### src/rtl/idli_pkg.sv
// Shared types and constants for the idli core's ALU datapath.
// Optional shift ops are enabled by defining IDLI_ALU_SHIFT_EN.
package idli_pkg;

   localparam int unsigned ALU_NIBBLES = 4;

   typedef enum logic [2:0] {
      AluAdd  = 3'd0,
      AluSub  = 3'd1,
      AluAnd  = 3'd2,
      AluOr   = 3'd3,
      AluXor  = 3'd4,
      AluAndn = 3'd5,
      AluShl  = 3'd6,
      AluShlc = 3'd7
   } alu_op_t;

   // Ops whose condition flag comes from the slice carry-out rather than result != 0.
   function automatic logic alu_op_cond_from_carry(alu_op_t op);
`ifdef IDLI_ALU_SHIFT_EN
      return (op == AluAdd) || (op == AluSub) || (op == AluShl) || (op == AluShlc);
`else
      return (op == AluAdd) || (op == AluSub);
`endif
   endfunction

endpackage

### src/rtl/idli_alu_if.sv
// Nibble-serial ALU port bundle between the register file sequencing and idli_alu_m.
interface idli_alu_if;
   import idli_pkg::*;

   logic       i_alu_start;
   alu_op_t    i_alu_op;
   logic [3:0] i_alu_b_data;
   logic [3:0] i_alu_c_data;
   logic       o_alu_busy;
   logic       o_alu_vld;
   logic [3:0] o_alu_data;
   logic       o_alu_last;
   logic       o_alu_cond;

   modport master (
      output i_alu_start, i_alu_op, i_alu_b_data, i_alu_c_data,
      input  o_alu_busy, o_alu_vld, o_alu_data, o_alu_last, o_alu_cond
   );

   modport slave (
      input  i_alu_start, i_alu_op, i_alu_b_data, i_alu_c_data,
      output o_alu_busy, o_alu_vld, o_alu_data, o_alu_last, o_alu_cond
   );

endinterface

### src/rtl/idli_alu_nib_m.sv
// Combinational 4-bit ALU slice; the caller supplies carry-in and stores carry-out.
// Shift ops are built only when IDLI_ALU_SHIFT_EN is defined.
module idli_alu_nib_m
   import idli_pkg::*;
(
   input  logic [3:0] i_b,
   input  logic [3:0] i_c,
   input  alu_op_t    i_op,
   input  logic       i_cin,
   output logic [3:0] o_data,
   output logic       o_cout
);

   logic [4:0] sum;

   always_comb begin
      sum    = '0;
      o_data = '0;
      o_cout = 1'b0;
      case (i_op)
         AluAdd: begin
            sum    = {1'b0, i_b} + {1'b0, i_c} + {4'b0, i_cin};
            o_data = sum[3:0];
            o_cout = sum[4];
         end
         AluSub: begin
            sum    = {1'b0, i_b} + {1'b0, ~i_c} + {4'b0, i_cin};
            o_data = sum[3:0];
            o_cout = sum[4];
         end
         AluAnd:  o_data = i_b & i_c;
         AluOr:   o_data = i_b | i_c;
         AluXor:  o_data = i_b ^ i_c;
         AluAndn: o_data = i_b & ~i_c;
         AluShl, AluShlc: begin
`ifdef IDLI_ALU_SHIFT_EN
            o_data = {i_b[2:0], i_cin};
            o_cout = i_b[3];
`else
            o_data = i_b;
`endif
         end
         default: o_data = '0;
      endcase
   end

endmodule

### src/rtl/idli_alu_m.sv
// Nibble-serial 16-bit ALU: result nibble leaves in the same cycle its operands arrive.
// Holds sequencing, carry, zero and condition state; IDLI_ALU_SHIFT_EN enables SHL/SHLC.
module idli_alu_m
   import idli_pkg::*;
#(
   parameter int unsigned NIBBLES = ALU_NIBBLES
) (
   input  logic      i_alu_gck,
   input  logic      i_alu_rst_n,
   idli_alu_if.slave alu
);

   localparam int unsigned CtrW = (NIBBLES > 1) ? $clog2(NIBBLES) : 1;

   logic            busy_q, busy_d;
   logic [CtrW-1:0] ctr_q, ctr_d;
   alu_op_t         op_q, op_d;
   logic            carry_q, carry_d;
   logic            zero_q, zero_d;
   logic            cond_q, cond_d;

   logic            start_go;
   logic            vld;
   logic            last;
   alu_op_t         op_cur;
   logic            cin;
   logic [3:0]      nib_data;
   logic            nib_cout;
   logic            zero_acc;
   logic            cond_last;

   // A start that lands while busy is dropped so the running op finishes intact.
   assign start_go = alu.i_alu_start & ~busy_q;
   assign vld      = start_go | busy_q;
   assign op_cur   = busy_q ? op_q : alu.i_alu_op;
   assign last     = (start_go && (NIBBLES == 1)) ||
                     (busy_q && (ctr_q == CtrW'(NIBBLES - 1)));

   always_comb begin
      cin = 1'b0;
      if (busy_q) begin
         cin = carry_q;
      end else begin
         case (alu.i_alu_op)
            AluSub:  cin = 1'b1;
            AluShlc: cin = cond_q;
            default: cin = 1'b0;
         endcase
      end
   end

   idli_alu_nib_m u_nib (
      .i_b    (alu.i_alu_b_data),
      .i_c    (alu.i_alu_c_data),
      .i_op   (op_cur),
      .i_cin  (cin),
      .o_data (nib_data),
      .o_cout (nib_cout)
   );

   // Zero accumulation restarts at nibble 0 and includes the current nibble.
   assign zero_acc  = (busy_q ? zero_q : 1'b1) & (nib_data == 4'h0);
   assign cond_last = alu_op_cond_from_carry(op_cur) ? nib_cout : ~zero_acc;

   always_comb begin
      busy_d  = busy_q;
      ctr_d   = ctr_q;
      op_d    = op_q;
      carry_d = carry_q;
      zero_d  = zero_q;
      cond_d  = cond_q;

      if (start_go) begin
         op_d   = alu.i_alu_op;
         busy_d = (NIBBLES > 1);
         ctr_d  = (NIBBLES > 1) ? CtrW'(1) : '0;
      end else if (busy_q) begin
         busy_d = ~last;
         ctr_d  = last ? '0 : ctr_q + CtrW'(1);
      end

      if (vld) begin
         carry_d = nib_cout;
         zero_d  = zero_acc;
         if (last) begin
            cond_d = cond_last;
         end
      end
   end

   always_ff @(posedge i_alu_gck or negedge i_alu_rst_n) begin
      if (!i_alu_rst_n) begin
         busy_q  <= 1'b0;
         ctr_q   <= '0;
         op_q    <= AluAdd;
         carry_q <= 1'b0;
         zero_q  <= 1'b1;
         cond_q  <= 1'b0;
      end else begin
         busy_q  <= busy_d;
         ctr_q   <= ctr_d;
         op_q    <= op_d;
         carry_q <= carry_d;
         zero_q  <= zero_d;
         cond_q  <= cond_d;
      end
   end

   assign alu.o_alu_busy = busy_q;
   assign alu.o_alu_vld  = vld;
   assign alu.o_alu_data = nib_data;
   assign alu.o_alu_last = last;
   assign alu.o_alu_cond = cond_q;

   a_no_start_while_busy : assert property (
      @(posedge i_alu_gck) disable iff (!i_alu_rst_n) !(alu.i_alu_start && busy_q)
   ) else $error("idli_alu_m: start asserted while busy");

endmodule
### src/flat_wrapper.sv
// flat-port wrapper written by rule: the top's interface ports become plain ports
module idli_alu_m_flat import idli_pkg::*;
#(
   parameter int unsigned NIBBLES = ALU_NIBBLES
)
  (i_alu_gck, i_alu_rst_n, alu_i_alu_start, alu_i_alu_op, alu_i_alu_b_data, alu_i_alu_c_data, alu_o_alu_busy, alu_o_alu_vld, alu_o_alu_data, alu_o_alu_last, alu_o_alu_cond);
  idli_alu_if alu_i ();
  input  logic i_alu_gck;
  input  logic i_alu_rst_n;
  input wire logic [$bits(alu_i.i_alu_start)-1:0] alu_i_alu_start;
  input wire logic [$bits(alu_i.i_alu_op)-1:0] alu_i_alu_op;
  input wire logic [$bits(alu_i.i_alu_b_data)-1:0] alu_i_alu_b_data;
  input wire logic [$bits(alu_i.i_alu_c_data)-1:0] alu_i_alu_c_data;
  output wire logic [$bits(alu_i.o_alu_busy)-1:0] alu_o_alu_busy;
  output wire logic [$bits(alu_i.o_alu_vld)-1:0] alu_o_alu_vld;
  output wire logic [$bits(alu_i.o_alu_data)-1:0] alu_o_alu_data;
  output wire logic [$bits(alu_i.o_alu_last)-1:0] alu_o_alu_last;
  output wire logic [$bits(alu_i.o_alu_cond)-1:0] alu_o_alu_cond;
  assign alu_i.i_alu_start = alu_i_alu_start;
  assign alu_i.i_alu_op = alu_i_alu_op;
  assign alu_i.i_alu_b_data = alu_i_alu_b_data;
  assign alu_i.i_alu_c_data = alu_i_alu_c_data;
  assign alu_o_alu_busy = alu_i.o_alu_busy;
  assign alu_o_alu_vld = alu_i.o_alu_vld;
  assign alu_o_alu_data = alu_i.o_alu_data;
  assign alu_o_alu_last = alu_i.o_alu_last;
  assign alu_o_alu_cond = alu_i.o_alu_cond;
  idli_alu_m #(.NIBBLES(NIBBLES)) u_core (.i_alu_gck(i_alu_gck), .i_alu_rst_n(i_alu_rst_n), .alu(alu_i));
endmodule
### config.mk
export PLATFORM = sky130hd
export DESIGN_NAME = idli_alu_m_flat
export DESIGN_NICKNAME = d
export VERILOG_FILES = /design/src/rtl/idli_pkg.sv /design/src/rtl/idli_alu_if.sv /design/src/rtl/idli_alu_nib_m.sv /design/src/rtl/idli_alu_m.sv /design/src/flat_wrapper.sv
export SDC_FILE = /design/constraint.sdc
export NUM_CORES = 1
export LEC_CHECK = 0
export ABC_CLOCK_PERIOD_IN_PS = 5900
export CAP_MARGIN = 20
export CORE_ASPECT_RATIO = 2
export CORE_MARGIN = 3
export CORE_UTILIZATION = 30
export DETAILED_ROUTE_END_ITERATION = 10
export SETUP_SLACK_MARGIN = 0.02
export SLEW_MARGIN = 20
export SYNTH_ARGS = -nofsm -noshare
export SYNTH_HDL_FRONTEND = slang
export SYNTH_SLANG_ARGS = --single-unit
### constraint.sdc
create_clock -name i_alu_gck -period 5.9 [get_ports i_alu_gck]
set_clock_uncertainty 0.2 [all_clocks]
set_input_delay 1.18 -clock i_alu_gck [delete_from_list [all_inputs] [get_ports i_alu_gck]]
set_output_delay 1.18 -clock i_alu_gck [all_outputs]
set_load 0.005 [all_outputs]
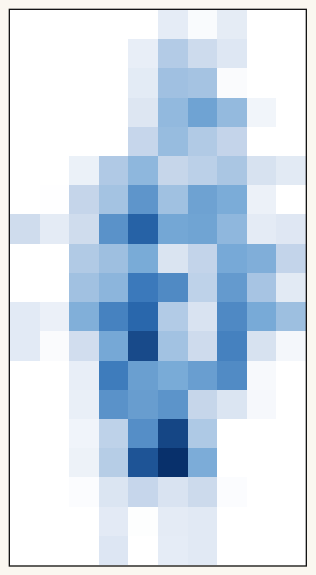
(run_1/wire_density.png)
(6 px per µm) 10 x 19 tiles, from white (low) to dark blue (high), scaled to the fullest tile. Values are wire area over tile area, all layers added.
- nearly empty tiles: 40%
- fullest tile: 0.44
- densest ninth of the die: center
- emptiest ninth of the die: upper left
- mean over tiles: 0.090
- tiles over half the peak: 15%
vias after detailed routing: 962
GRT Resource Usage Total: 11.99%
final WL: 2627 µm
post-detailed-route wirelength per cell: 13.97 µm

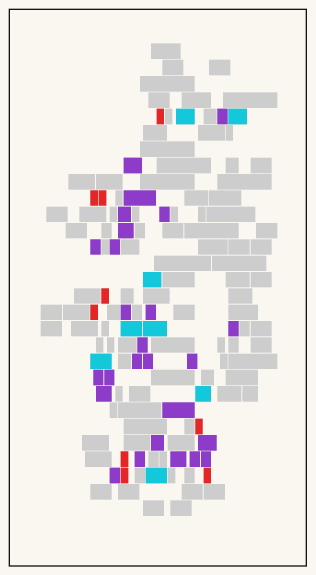
(run_1/gate_families.png)
(6 px per µm)
- red: inverters (cells 9; most used inv_1)
- cyan: AND-OR and OR-AND gates (cells 8)
- purple: inverting AOI/OAI gates (cells 26; most used a21oi_1)
logic share of the area: 58.78%
tally of non-filler cells in the final layout: 188
commonest non-fill, non-tap cell in the layout: clkdlybuf4s50_1

==> flow_metrics.rpt, run 1 <==
PHYSICAL IMPLEMENTATION REPORT
----------------------------------------------------
[Run status]
  Status ........................ finished, final reports clean

[Flow run]
  OpenROAD warning count ........................ 33

[Yosys]
  List of most frequent post-synthesis cells ........................ 12 x nor2_1, 11 x ha_1, 9 x inv_1, 8 x dfrtp_1, 7 x a21oi_1
  Syn. warnings ........................ 0
  Post-synthesis cell area ........................ 1124 µm²
  Seq share, synth ........................ 20.16%
  Net count after synthesis ........................ 149
  Number of distinct library cell variants in the gate-level netlist after synthesis ........................ 46
  Yosys stat area ........................ 1124 µm²
  Top flip-flop cell by instance count after synthesis ........................ dfrtp_1
  Mean area per synthesized cell ........................ 9.363 µm²
  Number of flip-flops and latches in the synthesized netlist ........................ 9
  Cell count in the Yosys report ........................ 120

[Setup path]
  Number of cells on the worst reg-to-reg path ........................ 8
  Critical path capture point type ........................ output pin
  Reg2reg start ........................ u_core.alu.o_alu_busy$_DFF_PN0_
  Reg-to-Reg End ........................ u_core.alu.o_alu_cond$_DFFE_PN0P_
  Max FO, Critical Path ........................ 6
  CP Capture Point ........................ alu_o_alu_data[2]

[Clock network]
  Number of buffers inserted to repair setup after CTS ........................ 0
  PostCTS Resize Cnt ........................ 0
  CTS clock-pin slew for the worst setup and hold paths ........................ 0.04 ns
  Worst skew pair latency ........................ 0.23 ns
  # hold bufs at CTS ........................ 0

[Routing]
  First-pass DRT Iterations ........................ 4

[STA]
  Worst hold slack ........................ 0.3122 ns
  Headroom to the max-slew limit ........................ 54.66%

[Pwr]
  Switching power of the nets ........................ 0.2839 mW
  Power per cell area ........................ 474.0 nW/µm²
  Combinational group share of total power ........................ 68.9%
  Proportion of power drawn by the clock network ........................ 10.8%
  Leakage power ........................ 0.5703 nW

[Final layout]
  Number of nets in the layout ........................ 170
  Total non-filler cell area in the finished layout ........................ 1396 µm²
  Ratio of cells with drive above 1 in the final layout ........................ 15.71%

[Placement]
  Post-DP HPWL ........................ 2233 µm
  Post-placement cell count ........................ 184

[Global route]
  Initial antenna violation count ........................ 0

[Floorplanning]
  Total die size ........................ 4560 µm²
  Core footprint ........................ 3491 µm²

----------------------------------------------------
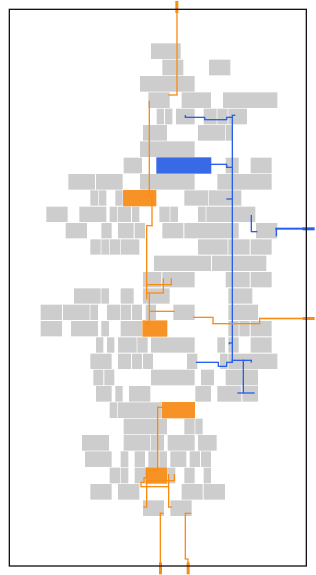
(run_1/port_nets.png)
(6 px per µm)
- blue: `alu_o_alu_busy` (direction output; end cells 1; wire 84.9 µm)
- orange: `alu_o_alu_data` (direction output; end cells 4; wire 147 µm)
number of top-level pins: 22
port buffer count: 21

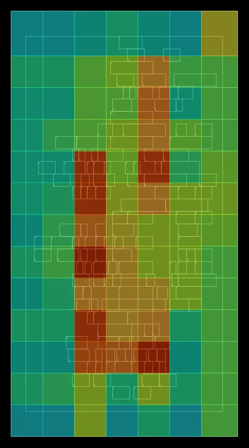
(run_1/final_congestion.png)
met1 usage: 11.21%
GR met2 Demand/Resource: 24.33%
met3 capacity usage during global routing: 1.932%
most used routing layer in global routing: met2
Finished Core Util: 40.00%

-- run 1: cell usage in the layout, fill, tap and decap left out, types with 2 or more instances in the layout --
cell,count
a21oi_1,7
clkbuf_8,3
clkdlybuf4s50_1,21
dfrtp_1,8
fa_1,4
ha_1,11
inv_1,9
mux2_2,5
mux2_4,2
mux2i_4,2
nand2_1,4
nand2b_1,2
nand3_1,3
nor2_1,12
nor3_1,6
o21ai_0,6
o21ai_1,4
o221ai_2,2
xnor2_1,2
-- run 1: power by group through the flow --
stage / clock [mW] / sequential, mW / combinational [mW]
after floorplan: 0 / 0.114 / 0.333
after global placement: 0 / 0.135 / 0.451
after detailed placement: 0 / 0.137 / 0.459
after CTS: 0.0739 / 0.136 / 0.461
after global routing: 0.0768 / 0.140 / 0.494
final: 0.0714 / 0.135 / 0.456
-- run 1: cells by family (layout without fill, tap and decap cells) --
family	Yosys count	in the layout
compound gates	34	34
xor+xnor	2	2
fa+ha+maj	15	15
buf+inv	14	34
flops	9	9
mux	11	11
simple gates	35	35
-- run 1: worst max-delay path, cell delays in order --
cell and delay, ns:
clkdlybuf4s50_1 0.60, nand3_1 0.09, o21ai_0 0.09, nand2_1 0.07, nor2_1 0.10, a21oi_1 0.09
fa_1 0.45, fa_1 0.43, o21ai_1 0.15, a21oi_1 0.08, o21ai_1 0.13, o32a_2 0.17
clkdlybuf4s50_1 0.52
-- run 1: cell type report --
class / instances / share of cell area [%]
Clock buffer: 4 / 3.226
Sequential cell: 9 / 16.22
Inverter: 9 / 2.419
Tap cell: 48 / 4.301
Multi-Input combinational cell: 97 / 58.78
Timing Repair Buffer: 21 / 15.05
==> run 2, diff against run 1 <==
--- a/config.mk
+++ b/config.mk
@@ -5,14 +5,15 @@
 export SDC_FILE = /design/constraint.sdc
 export NUM_CORES = 1
 export LEC_CHECK = 0
-export ABC_CLOCK_PERIOD_IN_PS = 5900
+export ABC_CLOCK_PERIOD_IN_PS = 6300
 export CAP_MARGIN = 20
 export CORE_ASPECT_RATIO = 2
 export CORE_MARGIN = 3
-export CORE_UTILIZATION = 30
+export CORE_UTILIZATION = 40
 export DETAILED_ROUTE_END_ITERATION = 10
 export SETUP_SLACK_MARGIN = 0.02
 export SLEW_MARGIN = 20
 export SYNTH_ARGS = -nofsm -noshare
 export SYNTH_HDL_FRONTEND = slang
 export SYNTH_SLANG_ARGS = --single-unit
+export TNS_END_PERCENT = 5
==> constraint.sdc (replaced) <==
create_clock -name i_alu_gck -period 6.3 [get_ports i_alu_gck]
set_clock_uncertainty 0.2 [all_clocks]
set_input_delay 1.26 -clock i_alu_gck [delete_from_list [all_inputs] [get_ports i_alu_gck]]
set_output_delay 1.26 -clock i_alu_gck [all_outputs]
set_load 0.005 [all_outputs]
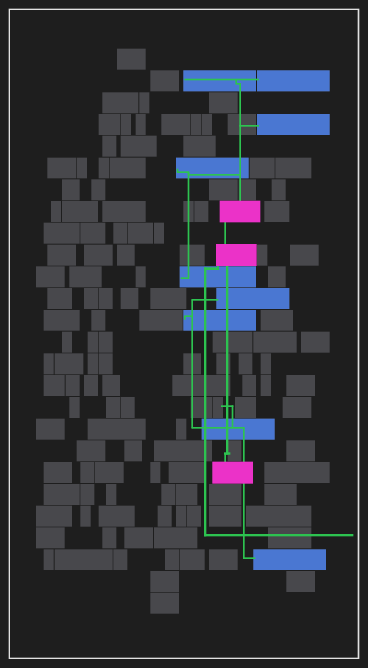
(run_2/clock_map.png)
(8 px per µm)
- magenta: cells driving clock nets (count 3)
- green: clock wires (length 193 µm)
- blue: flip-flops (count 9)
- routed clock nets: 4
total clock network power: 0.0679 mW
worst skew pair latency: 0.23 ns
proportion of power drawn by the clock network: 11.0%

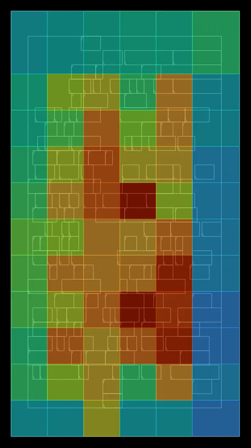
(run_2/final_congestion.png)
GRT Resource Usage Total: 18.49%
met3 capacity usage during global routing: 2.217%
met1 usage: 16.35%
GR met2 Demand/Resource: 37.39%
Finished Core Util: 52.69%

==> run 2 against run 1 <==
Effect of this change:
- sequential power down 7%
- clock power down 4.9%
- sequential share of layout area up 0.30 points
- critical path type unchanged
- final area down 1.8%
- largest cell class unchanged
- wire length up 6.7%
- global-route usage up 6.5 points
- utilization up 13 points
- synthesized cell count unchanged
- highest routed layer unchanged
==> flow_metrics.rpt, run 2 <==
PHYSICAL IMPLEMENTATION REPORT
----------------------------------------------------
[Yosys]
  Mean area per synthesized cell ........................ 9.363 µm²
  Number of distinct library cell variants in the gate-level netlist after synthesis ........................ 46
  Top flip-flop cell by instance count after synthesis ........................ dfrtp_1

[Placement]
  Post-DP HPWL ........................ 2346 µm
  Post-placement cell count ........................ 164

[Final layout]
  Total non-filler cell area in the finished layout ........................ 1371 µm²
  Number of nets in the layout ........................ 170
  Highest-count cells in the layout ignoring fill and taps ........................ 21 x clkdlybuf4s50_1, 12 x nor2_1, 11 x ha_1, 9 x inv_1, 8 x dfrtp_1
  Commonest non-fill, non-tap cell in the layout ........................ clkdlybuf4s50_1
  Ratio of cells with drive above 1 in the final layout ........................ 15.71%

[Clock network]
  CTS clock-pin slew for the worst setup and hold paths ........................ 0.05 ns

[Floorplanning]
  Number of top-level pins ........................ 22
  Core footprint ........................ 2603 µm²

[STA]
  Headroom to the max-slew limit ........................ 52.75%

[Pwr]
  Top power consumer group ........................ combinational cells
  Leakage power ........................ 0.5703 nW

[Setup path]
  Number of cells on the worst reg-to-reg path ........................ 8
  Critical path capture point type ........................ output pin
  Reg-to-Reg End ........................ u_core.alu.o_alu_cond$_DFFE_PN0P_

[Run status]
  Status ........................ finished, final reports clean

[Flow run]
  OpenROAD warning count ........................ 33

----------------------------------------------------
==> run 2: cells by family (layout without fill, tap and decap cells) <==
logic type	after synthesis	in the layout	share of synthesized area (%)
AND/OR/NAND/NOR	35	35	16.70
AND-OR/OR-AND	34	34	21.61
adder cells (fa/ha/maj)	15	15	19.38
buffers and inverters	14	34	6.792
multiplexers	11	11	13.81
flip-flops	9	9	20.16
XOR/XNOR	2	2	1.559
==> run 2: worst max-delay path by stage <==
| stage | startpoint | end | slack, ns | cells after the start |
|---|---|---|---|---|
| 3_3_place_gp | alu_i_alu_op[2] | alu_o_alu_data[2] | 0.69 | 11 |
| 6_report | alu_i_alu_op[2] | alu_o_alu_data[2] | 0.61 | 13 |
| 4_1_cts | alu_i_alu_op[2] | alu_o_alu_data[2] | 0.60 | 13 |
| 5_1_grt | alu_i_alu_op[2] | alu_o_alu_data[2] | 0.42 | 13 |
| 2_1_floorplan | alu_i_alu_op[2] | alu_o_alu_data[1] | 1.93 | 8 |
| 3_5_place_dp | alu_i_alu_op[2] | alu_o_alu_data[2] | 0.61 | 13 |
==> run 2: worst max-delay path: stages <==
cell	delay, ns
clkdlybuf4s50_1	0.60
nand3_1	0.10
o21ai_0	0.09
nand2_1	0.07
nor2_1	0.10
a21oi_1	0.09
fa_1	0.46
fa_1	0.42
o21ai_1	0.16
a21oi_1	0.08
o21ai_1	0.13
o32a_2	0.18
clkdlybuf4s50_1	0.50
==> run 2: final cells by class <==
class	count	area, µm²
sequential	9	226.5
multi-input combinational	97	820.8
clock buffer	4	45.04
tap	28	35.03
timing repair buffer	21	210.2
inverter	9	33.78
fill	274	1231
Power and IR drop assume default switching activity.
